==> src/rtl/spi_rx_framer.sv <==
// spi_rx_framer: buffers SPI receive frames in a small frame FIFO and replays them as
// AXI-stream beats, one per channel. Optional timestamp sideband: SPI_RX_FRAMER_TIMESTAMP_EN.
module spi_rx_framer #(
    parameter int N_CHANNELS = 3,
    parameter int DATA_WIDTH = 32,
    parameter int DEST_BASE  = 0,
    parameter int FIFO_DEPTH = 4
) (
    input  logic                  clock,
    input  logic                  reset,
    input  logic [DATA_WIDTH-1:0] data_in [N_CHANNELS],
    input  logic                  data_valid,
    output logic [DATA_WIDTH-1:0] m_tdata,
    output logic [7:0]            m_tdest,
    output logic                  m_tlast,
    output logic                  m_tvalid,
    input  logic                  m_tready,
`ifdef SPI_RX_FRAMER_TIMESTAMP_EN
    output logic [31:0]           m_tuser,
`endif
    output logic                  overflow,
    output logic [15:0]           dropped_frames,
    input  logic                  clear_stats
);
    localparam int IDX_W = (N_CHANNELS > 1) ? $clog2(N_CHANNELS) : 1;
    localparam int PTR_W = $clog2(FIFO_DEPTH);
    localparam int CNT_W = PTR_W + 1;
    localparam logic [IDX_W-1:0] LAST_IDX = IDX_W'(N_CHANNELS - 1);
    localparam logic [IDX_W-1:0] IDX_ONE  = IDX_W'(1);
    localparam logic [IDX_W-1:0] IDX_ZERO = {IDX_W{1'b0}};
    localparam logic [PTR_W-1:0] PTR_ONE  = PTR_W'(1);
    localparam logic [CNT_W-1:0] CNT_ONE  = CNT_W'(1);
    localparam logic [CNT_W-1:0] CNT_FULL = CNT_W'(FIFO_DEPTH);

    typedef enum logic [0:0] {
        ST_IDLE = 1'b0,
        ST_SEND = 1'b1
    } state_t;

    state_t                state_q, state_d;
    logic [IDX_W-1:0]      idx_q, idx_d;
    logic [DATA_WIDTH-1:0] frame_q [N_CHANNELS];
    logic [DATA_WIDTH-1:0] frame_d [N_CHANNELS];
    logic [DATA_WIDTH-1:0] mem_q   [FIFO_DEPTH][N_CHANNELS];
    logic [DATA_WIDTH-1:0] mem_d   [FIFO_DEPTH][N_CHANNELS];
    logic [PTR_W-1:0]      wr_ptr_q, wr_ptr_d;
    logic [PTR_W-1:0]      rd_ptr_q, rd_ptr_d;
    logic [CNT_W-1:0]      count_q, count_d;
    logic                  overflow_q, overflow_d;
    logic [15:0]           dropped_q, dropped_d;
    logic                  tvalid_q, tvalid_d;
    logic                  tlast_q, tlast_d;
    logic [DATA_WIDTH-1:0] tdata_q, tdata_d;
    logic [7:0]            tdest_q, tdest_d;
    logic                  full_s, empty_s, push_s, drop_s, pop_s, hs_s, last_s;
    logic [31:0]           dest_sum_s;

    assign full_s  = (count_q == CNT_FULL);
    assign empty_s = (count_q == {CNT_W{1'b0}});

    // Frame admission, FIFO bookkeeping and drop statistics (fullness is the pre-edge count).
    always_comb begin
        push_s   = data_valid && !full_s;
        drop_s   = data_valid && full_s;
        wr_ptr_d = push_s ? (wr_ptr_q + PTR_ONE) : wr_ptr_q;
        rd_ptr_d = pop_s ? (rd_ptr_q + PTR_ONE) : rd_ptr_q;
        case ({push_s, pop_s})
            2'b10:   count_d = count_q + CNT_ONE;
            2'b01:   count_d = count_q - CNT_ONE;
            default: count_d = count_q;
        endcase
        for (int e = 0; e < FIFO_DEPTH; e++) begin
            for (int k = 0; k < N_CHANNELS; k++) begin
                mem_d[e][k] = (push_s && (wr_ptr_q == PTR_W'(e))) ? data_in[k] : mem_q[e][k];
            end
        end
        if (clear_stats) begin
            overflow_d = 1'b0;
            dropped_d  = 16'h0000;
        end else if (drop_s) begin
            overflow_d = 1'b1;
            dropped_d  = (dropped_q == 16'hFFFF) ? dropped_q : (dropped_q + 16'h0001);
        end else begin
            overflow_d = overflow_q;
            dropped_d  = dropped_q;
        end
    end

    // Output FSM: pops a frame into the output register and walks its channels.
    always_comb begin
        state_d = state_q;
        idx_d   = idx_q;
        pop_s   = 1'b0;
        hs_s    = (state_q == ST_SEND) && m_tready;
        last_s  = (idx_q == LAST_IDX);
        case (state_q)
            ST_IDLE: begin
                if (!empty_s) begin
                    pop_s   = 1'b1;
                    idx_d   = IDX_ZERO;
                    state_d = ST_SEND;
                end else begin
                    state_d = ST_IDLE;
                end
            end
            ST_SEND: begin
                if (hs_s && !last_s) begin
                    idx_d = idx_q + IDX_ONE;
                end else if (hs_s && !empty_s) begin
                    pop_s = 1'b1;
                    idx_d = IDX_ZERO;
                end else if (hs_s) begin
                    state_d = ST_IDLE;
                end else begin
                    state_d = ST_SEND;
                end
            end
            default: begin
                state_d = ST_IDLE;
                idx_d   = IDX_ZERO;
            end
        endcase
        for (int k = 0; k < N_CHANNELS; k++) begin
            frame_d[k] = pop_s ? mem_q[rd_ptr_q][k] : frame_q[k];
        end
        // Output registers only move when a beat is presented, so stalls hold them stable.
        dest_sum_s = 32'(DEST_BASE) + 32'(idx_d);
        tvalid_d   = (state_d == ST_SEND);
        if (tvalid_d) begin
            tdata_d = frame_d[idx_d];
            tdest_d = dest_sum_s[7:0];
            tlast_d = (idx_d == LAST_IDX);
        end else begin
            tdata_d = tdata_q;
            tdest_d = tdest_q;
            tlast_d = tlast_q;
        end
    end

    // Control, statistics and output registers.
    always_ff @(posedge clock) begin
        if (reset) begin
            state_q    <= ST_IDLE;
            idx_q      <= IDX_ZERO;
            wr_ptr_q   <= {PTR_W{1'b0}};
            rd_ptr_q   <= {PTR_W{1'b0}};
            count_q    <= {CNT_W{1'b0}};
            overflow_q <= 1'b0;
            dropped_q  <= 16'h0000;
            tvalid_q   <= 1'b0;
            tdata_q    <= {DATA_WIDTH{1'b0}};
            tdest_q    <= 8'h00;
            tlast_q    <= 1'b0;
        end else begin
            state_q    <= state_d;
            idx_q      <= idx_d;
            wr_ptr_q   <= wr_ptr_d;
            rd_ptr_q   <= rd_ptr_d;
            count_q    <= count_d;
            overflow_q <= overflow_d;
            dropped_q  <= dropped_d;
            tvalid_q   <= tvalid_d;
            tdata_q    <= tdata_d;
            tdest_q    <= tdest_d;
            tlast_q    <= tlast_d;
        end
    end

    // Frame storage; contents only matter where the pointers mark them valid.
    always_ff @(posedge clock) begin
        mem_q   <= mem_d;
        frame_q <= frame_d;
    end

    assign m_tvalid       = tvalid_q;
    assign m_tdata        = tdata_q;
    assign m_tdest        = tdest_q;
    assign m_tlast        = tlast_q;
    assign overflow       = overflow_q;
    assign dropped_frames = dropped_q;

`ifdef SPI_RX_FRAMER_TIMESTAMP_EN
    logic [31:0] ts_cnt_q, ts_cnt_d;
    logic [31:0] frame_ts_q, frame_ts_d;
    logic [31:0] tuser_q, tuser_d;
    logic [31:0] mem_ts_q [FIFO_DEPTH];
    logic [31:0] mem_ts_d [FIFO_DEPTH];

    // Stamp each admitted frame with the cycle count and carry it to the output beats.
    always_comb begin
        ts_cnt_d = ts_cnt_q + 32'd1;
        for (int e = 0; e < FIFO_DEPTH; e++) begin
            mem_ts_d[e] = (push_s && (wr_ptr_q == PTR_W'(e))) ? ts_cnt_q : mem_ts_q[e];
        end
        frame_ts_d = pop_s ? mem_ts_q[rd_ptr_q] : frame_ts_q;
        tuser_d    = tvalid_d ? frame_ts_d : tuser_q;
    end

    // Free-running stamp counter and tuser output register.
    always_ff @(posedge clock) begin
        if (reset) begin
            ts_cnt_q <= 32'd0;
            tuser_q  <= 32'd0;
        end else begin
            ts_cnt_q <= ts_cnt_d;
            tuser_q  <= tuser_d;
        end
    end

    // Timestamp storage beside the frame words.
    always_ff @(posedge clock) begin
        mem_ts_q   <= mem_ts_d;
        frame_ts_q <= frame_ts_d;
    end

    assign m_tuser = tuser_q;
`endif

endmodule

==> config.mk <==
export PLATFORM = sky130hd
export DESIGN_NAME = spi_rx_framer
export DESIGN_NICKNAME = d
export VERILOG_FILES = /design/src/rtl/spi_rx_framer.sv
export SDC_FILE = /design/constraint.sdc
export NUM_CORES = 1
export LEC_CHECK = 0
export CAP_MARGIN = 20
export CORE_UTILIZATION = 62
export DETAILED_ROUTE_END_ITERATION = 8
export GPL_TIMING_DRIVEN = 0
export PLACE_DENSITY = 0.88
export SYNTH_ARGS = -nofsm -noshare
export SYNTH_HDL_FRONTEND = slang
export SYNTH_SLANG_ARGS = --single-unit
==> constraint.sdc <==
create_clock -name clock -period 8.4 [get_ports clock]
set_clock_uncertainty 0.15 [all_clocks]
set_input_delay 1.68 -clock clock [delete_from_list [all_inputs] [get_ports clock]]
set_output_delay 1.68 -clock clock [all_outputs]
set_load 0.03 [all_outputs]
==> CHANGELOG.md, run 1 <==
### Metrics

- Die Wd: 183 um
- Largest net degree at the start of global routing: 53
- Distinct cell type count after synthesis: 54
- Fin nets: 1433
- HP Start: frame_q[2]
- Tool warnings: 29
- WL met1: 17300 um
- CTS Buffer Depth: 3
- Nonclk buf count: 228
- Final Hold Viols: 0
- Worst path cell trace: clkdlybuf4s50_1, a21bo_2, nand2_4, inv_4, buf_6, buf_6, ha_1, inv_1, fa_1, xor2_1, or3_1, a21oi_1
- Data required, critical path: 8.73 ns
- Final Instance Area: 0.0241 mm2
- Pre-CTS WS: 3.85 ns
- FF-to-FF End: count_q[2]
- Final period utilization: 48.8%
- PostCTS Resize Cnt: 0
- PortBufs: 152
- R2r setup slk: 5.26 ns
- Yosys top cell by instances: edfxtp_1
- Placeable Area: 0.0319 mm2
- Hold path depth: 1
- Inverters: 10
- DR iter-0 viols: 1021
- CP Capture Point: count_q[2]
- Yosys warning total: 0
- Slew HR: 39.5%
- Fin crit period: 4.10 ns
- DRC Markers: 0
- Cts bufs inserted: 52
- Yosys reg bits: 542
- # Cells Yosys: 1109
- Flop pwr share: 42.3%
- Register Area: 0.0147 mm2
- Layout cells sized above 1: 21.7%
- Power Internal: 5.92 mW
- Worst-Skew Late Latency: 0.57 ns
- Placed cell area: 0.0225 mm2
- Outcome: complete, no violations
- Max Fclk: 0.244 GHz
- Crit-path most repeated cell: buf_6
- Fp util: 63.6%
- Clk root buf: clkbuf_16
- RSZ-0062 raised after global routing: false
- Crit Path Category: in2reg
- Crit Reg-Reg Startpoint: idx_q[0]
- Logic area: 0.00520 mm2
- Dominant class by area: sequential cells
- CP Launch Point: m_tready
## run 1: worst register-to-register path: cells and delay by family (launching register included)
family	cells	cell delay, ns
AOI/OAI and AO/OA	2	0.45
and+or+nand+nor	2	0.40
adders and majority gates	3	0.89
DFF	1	0.37
buffers and inverters	5	0.64
xor gates and xnor gates	1	0.17
## run 1: cells by family (layout without fill, tap and decap cells)
kind of cell             after synthesis  after routing  share of synthesized area, %
buffers and inverters                 82            333                          1.96
adder cells (fa/ha/maj)                8              8                         0.531
other                                  1              9                        0.0185
multiplexers                         164            164                          14.6
AND/OR/NAND/NOR                      107            107                          2.98
flip-flops                           542            542                          72.5
XOR/XNOR                              20             20                         0.865
AND-OR/OR-AND                        185            185                          6.55
Run 1, wiring by layer:
The bar under the picture is 50 um long.
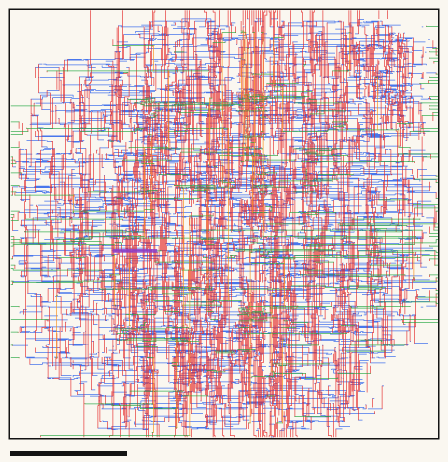
layer	colour	wire length
M3	green	3750 um
M5	purple	17.5 um
M2	red	22.1 mm
M1	blue	17300 um
M4	orange	1230 um
routed vias: 11200
final wirelength: 44400 um
Total GRT Usage: 27.1%
DR WL/cell: 24.6 um

Run 1, placement view:
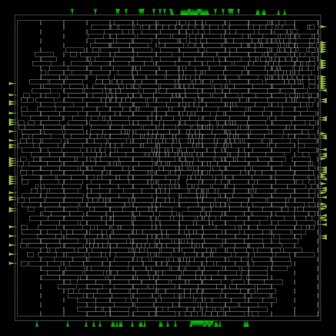
tap cells: 435
FP Rows: 65
FFs & Latches: 542
register share of the cell area: 60.8%

Run 1, M4 wires:
Supply wires on this layer in grey.
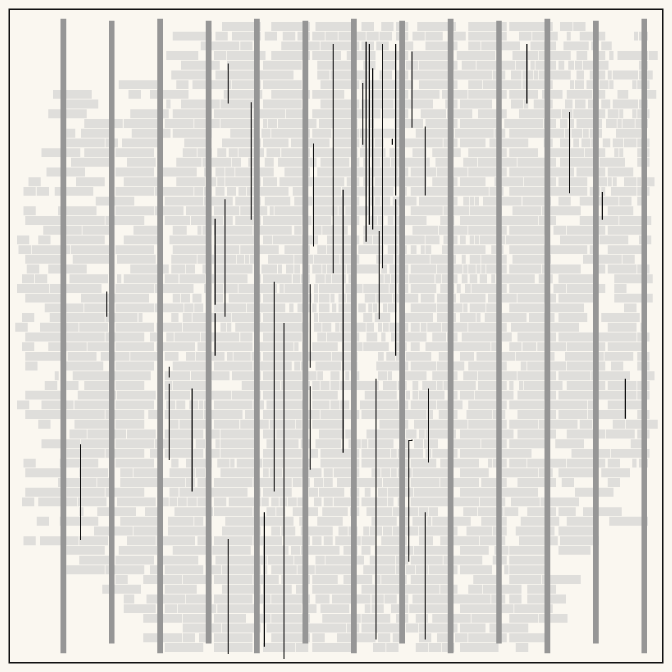
share of all routed wire	2.8%
wire length on this layer	1230 um
main direction	vertical

Run 1, drive-strength map:
The bar under the picture is 50 um long.
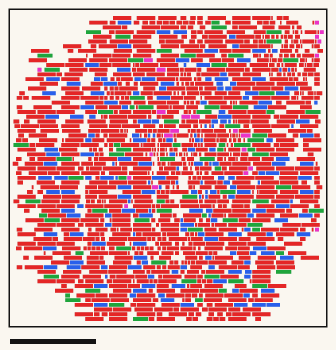

--- run 2 (diff from run 1) ---
CORE_UTILIZATION = 52   (was 62)
PLACE_DENSITY = 0.79   (was 0.88)
clock period = 3.55 ns   (was 8.4 ns; I/O delays follow)
Run 2, drive-strength map:
The bar under the picture is 50 um long.
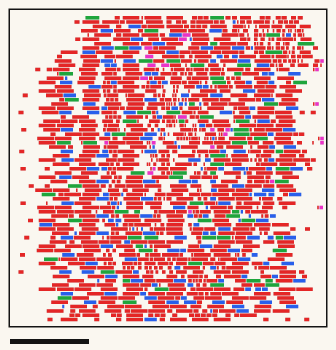
size	colour	cells	share
x6 and larger	green	71	5.2%
x1 and smaller	red	1073	79%
x2	blue	197	14%
x3 and x4	magenta	24	1.8%
final worst-path setup slack: 0.477 ns
nonclk buf count: 228
Final Instance Area: 0.0242 mm2
Layout Area Growth over Synthesis: 19.5%

==> run 2 against run 1 <==
Power up 130%. Combinational power grew 130%. Via count is 4.1% lower. Non-clock buffer count unchanged. Critical path type is now reg2reg.
==> CHANGELOG.md, run 2 <==
### Metrics

- Outcome: complete, no violations
- Peak supply drop: 0.402 mV
- Clk pwr share: 26.3%
- Cts bufs inserted: 51 (-1.9%)
- Yosys reg bits: 542 (unchanged)
- P_comb: 6.17 mW
- Fp util: 53.3% (-10 points)
- CTS Buffer Depth: 3 (unchanged)
- CP Capture Point: count_q[2]
- Slew HR: 42.2% (+2.7 points)
- Commonest Layout Cell: edfxtp_1
- Top Usage Layer GRT: met2
- WL met1: 17900 um (+3.4%)
- Placed cell area: 0.0226 mm2 (+0.42%)
- DRC Markers: 0 (unchanged)
- Ys async rst share: 0%
- Yosys warning total: 0 (unchanged)
- R2r setup slk: 0.48 ns (-4.78 ns)
- Yosys top cell by instances: edfxtp_1
- CP bufs+invs: 5
- Final period utilization: 86.6%
- Fin nets: 1432 (-0.070%)
- Tool warnings: 29 (unchanged)
- PostCTS Resize Cnt: 0 (unchanged)
- Crit Path Category: reg2reg
- WP depth: 13
- Placeable Area: 0.0380 mm2 (+19%)
- Mux cell area share: 14.6% (unchanged)
- Main logic family: multiplexers
- Distinct cell type count after synthesis: 54 (unchanged)
- Total power: 19.9 mW
- Largest net degree at the start of global routing: 58 (+9.4%)
- PortBufs: 152 (unchanged)
- Flop pwr share: 42.7% (+0.4 points)
- Crit Reg-Reg Startpoint: idx_q[0]
- DR iter-0 viols: 834 (-18%)
- RSZ-0062 raised after global routing: false
- Largest cells by area: edfxtp_1 (57%), dfxtp_1 (16%), mux4_2 (11%)
- XOR Share, Synth: 0.865% (unchanged)
- Post-DP HPWL: 27600 um
- DR WL/cell: 22.5 um (-8.6%)
- Die Wd: 199 um (+9.1%)
- Setup violations, final: 0
- Hold path depth: 1 (unchanged)
- FF-to-FF End: count_q[2]
- Fin crit period: 3.07 ns
- Pre-CTS WS: -0.0743 ns (-3.92 ns)
- Layout cells sized above 1: 21.4% (-0.29 points)
- AO/OA Area Share: 6.55% (unchanged)
- Adder share: 0.531% (unchanged)
- Max Fclk: 0.325 GHz
- AND/OR/NAND/NOR Cells, Area Fraction: 2.98% (unchanged)
- HP Start: frame_q[1]
- # Cells Yosys: 1109 (unchanged)
- Power Internal: 13.9 mW (+140%)
- Data required, critical path: 3.90 ns (-4.83 ns)
- Clk root buf: clkbuf_16
Run 2, signal wires on met3:
The bar under the picture is 50 um long.
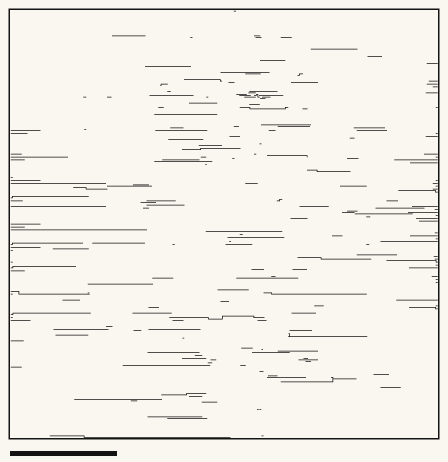
nets with wire on the layer	146
wire length on this layer	2450 um
longest straight run	68.1 um
main direction	horizontal
routed vias: 10700
routing usage on met3: 4.25%
final wirelength: 42300 um

-- run 2: cell count changes in the layout (fill, tap and decap cells not counted), sizes merged --
cell    change
bufinv      +2
clkbuf      -8
clkinv      +9
diode       +1
inv         -3
-- run 2: cell type report --
class / instances / area [um2] / area share, %
Sequential cell: 542 / 14700 / 60.7
Multi-Input combinational cell: 490 / 5200 / 21.5
Timing Repair Buffer: 156 / 1630 / 6.74
Clock buffer: 74 / 1490 / 6.13
Tap cell: 511 / 639 / 2.64
Buffer: 72 / 358 / 1.48
Clock inverter: 21 / 153 / 0.631
Inverter: 10 / 40.0 / 0.165
Antenna cell: 4 / 10.0 / 0.0413
-- run 2: logic make-up after synthesis --
family          after synthesis
compound gates              185
xor+xnor                     20
fa+ha+maj                     8
buf+inv                      82
flops                       542
mux                         164
other cells                   1
simple gates                107
Power is estimated from default activity; no workload was simulated.
